Design addsub_mul_bist, sky130hd; sources not shown.
Fig. 1: run 1, met3 routing
Drawn at 2 px/um.
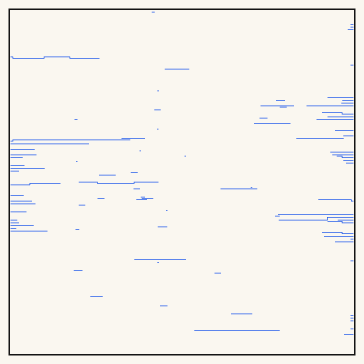
The longest straight run is 58.7 um. The layer holds 4.3% of the routed length.
Post-Route WL: 21300 um
met3 Resource Use GR: 0.0231
via count: 7087

Fig. 2: run 1, placement view
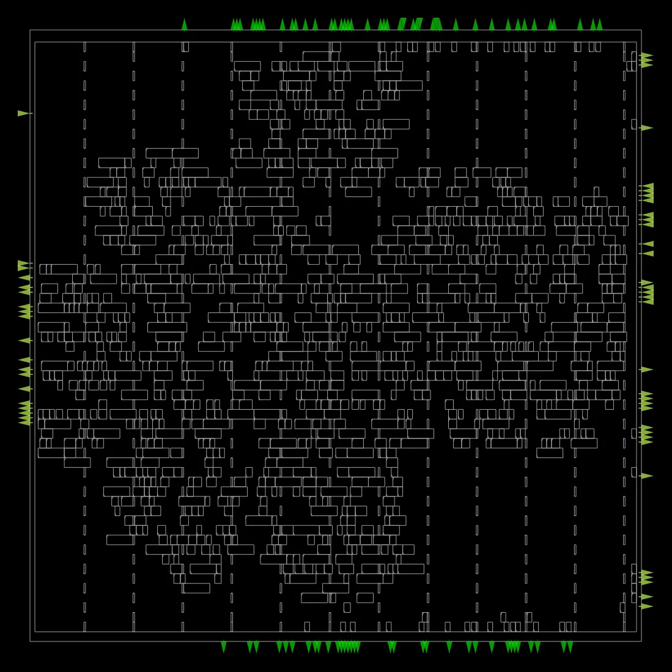
fin util: 0.323
Placement Rows: 61
flip-flops: 109
Core Footprint: 28100 um2
fin cells: 1439

Fig. 3: run 1, wiring by layer
Drawn at 2 px/um. Two of the layers only.
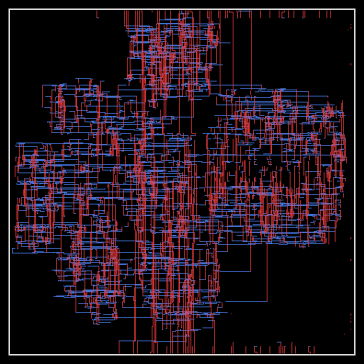
Key: met1 = blue [wire length 9530 um]; met2 = red [wire length 10300 um]
routed length per instance: 14.8 um
total track usage: 0.147

==> summary.txt, run 1 <==
impl run done, here's what came out: Post-synth EDFFs 0, Yosys top cell by instances nand2_1, top cells, area dfxtp_1 (25%), fa_1 (8.5%), ha_1 (8.5%), Mapped Avg Cell Area 7.99 um2, Cells after DPL 1421, Sw Ratio 0.341, Hold WC Path Type reg -> reg, initial core utilization 0.309, I/O Pins 128, GR Util met1 0.177, RSZ-0062 raised after global routing false, initial drt markers 259, area delta synth->final 4.50%, status completed, IO buf count 0, detailed placement HPWL 16100 um, Die H 172 um, register area share after synthesis 0.252, Largest delay share family, worst path adder cells, Synth mux share 0.0200, most frequent logic cell in the layout nand2_1, first-pass detailed-route iteration total 4, Worst Tran Pin Value 1.06 ns, first-pass GRT wire length 34500 um, routed wl met2 10300 um
--- run 2 (diff from run 1) ---
Clock period 15.3 ns to 7.2 ns, I/O delays scaled along.
==> summary.txt, run 2 <==
impl run done, here's what came out: Mapped Avg Cell Area 7.99 um2 (unchanged), yosys cell count 1086, P_leak 0.00392 uW, Core Footprint 28100 um2 (unchanged), CP Data Arrival Time 7.08 ns, routed wl met2 10600 um (+2.9%), area delta synth->final 9.79%, Data buffer area share 0.0326, Sw Ratio 0.332 (-0.00969), Skew-Pair Late Insertion Delay 0.39 ns, flip-flops 109 (unchanged), Die H 172 um (unchanged), Yosys top cell by instances nand2_1, most frequent logic cell in the layout nand2_1, register area share after synthesis 0.252 (unchanged), first-pass GRT wire length 35100 um (+1.8%), Cells after DPL 1444 (+1.6%), Largest delay share family, worst path adder cells, count of buffer and inverter cells on the critical path 4, total track usage 0.149 (+0.00200), status completed, IO buf count 0 (unchanged), Post-synth EDFFs 0 (unchanged), GR Util met1 0.190 (+0.0134), I/O Pins 128 (unchanged), XOR Share, Synth 0.0676, Psw 478 uW, initial core utilization 0.309 (unchanged), routed length per instance 14.8 um (+0.38%), initial antenna violation count 0, detailed placement HPWL 16300 um (+1.4%), RSZ-0062 raised after global routing true, Worst Tran Pin Value 1.06 ns (-0.000168 ns), fin cells 1472 (+2.3%), tool warnings 30, initial drt markers 291 (+12%), yosys synthesis chip area 8670 um2, Placement Rows 61 (unchanged), Synth mux share 0.0200 (unchanged), Crit. End Element register, FILL cells 3054, first-pass detailed-route iteration total 4 (unchanged), top cells, area dfxtp_1 (25%), fa_1 (8.5%), ha_1 (8.5%)
Fig. 4: run 2, met3 routing
Drawn at 2 px/um.
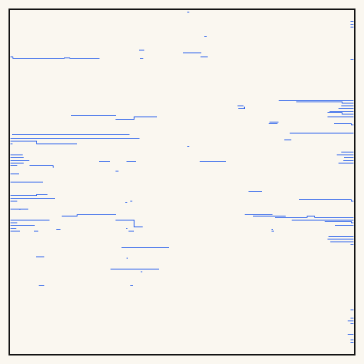
The wires run mostly horizontal. The longest straight run is 64.2 um. The layer carries 970 um of wire.
met3 Resource Use GR: 0.0259
Post-Route WL: 21800 um

--- run 3 (diff from run 2) ---
Settings changed: CORE_ASPECT_RATIO from default to 0.8, SKIP_CTS_REPAIR_TIMING from default to 1, TNS_END_PERCENT 10 to default.
==> summary.txt, run 3 <==
impl run done, here's what came out: count of buffer and inverter cells on the critical path 4 (unchanged), FILL cells 3044 (-0.33%), register area share after synthesis 0.252 (unchanged), Data buffer area share 0.0346 (+0.00202), yosys cell count 1086 (unchanged), Die H 154 um (-10%), Largest delay share family, worst path adder cells, routed wl met2 9750 um (-7.8%), Post-synth EDFFs 0 (unchanged), Psw 467 uW (-2.4%), yosys synthesis chip area 8670 um2 (unchanged), RSZ-0062 raised after global routing false, first-pass detailed-route iteration total 4 (unchanged), GR Util met1 0.201 (+0.0114), routed length per instance 14.9 um (+0.18%), detailed placement HPWL 16500 um (+1.1%), Worst Tran Pin Value 0.999 ns (-0.0653 ns), first-pass GRT wire length 34900 um (-0.71%), IO buf count 0 (unchanged), P_leak 0.00393 uW (about the same), Crit. End Element register, Core Footprint 28400 um2 (+0.94%), top cells, area dfxtp_1 (25%), fa_1 (8.5%), ha_1 (8.5%), status completed, XOR Share, Synth 0.0676 (unchanged), Mapped Avg Cell Area 7.99 um2 (unchanged), CP Data Arrival Time 7.10 ns (+0.02 ns)
Fig. 5: run 3, wiring by layer
Drawn at 2 px/um. Two of the layers only.
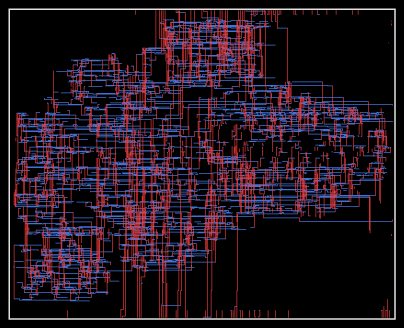
Key: met2 = red [wire length 9750 um]; met1 = blue [wire length 10900 um]
Post-Route WL: 21800 um
via count: 7204


==> screenshots <==
Placed cells, one colour a class.
Drawn at 1.5 px/um.
picture 1
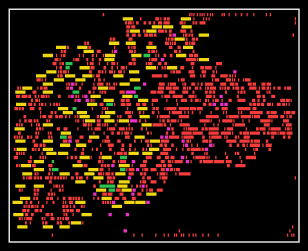
picture 2
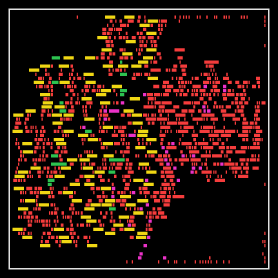
Picture 2 is run 2.
Picture 1 is run 3.

Key to picture 1:
Key: all other logic = red [cells 930]; flip-flops = yellow [cells 109]; other buffers and delay cells = magenta [cells 41]; clock drivers and dummy loads = green [cells 15]

Power figures rest on the tool's default switching activity, not on a simulated workload.
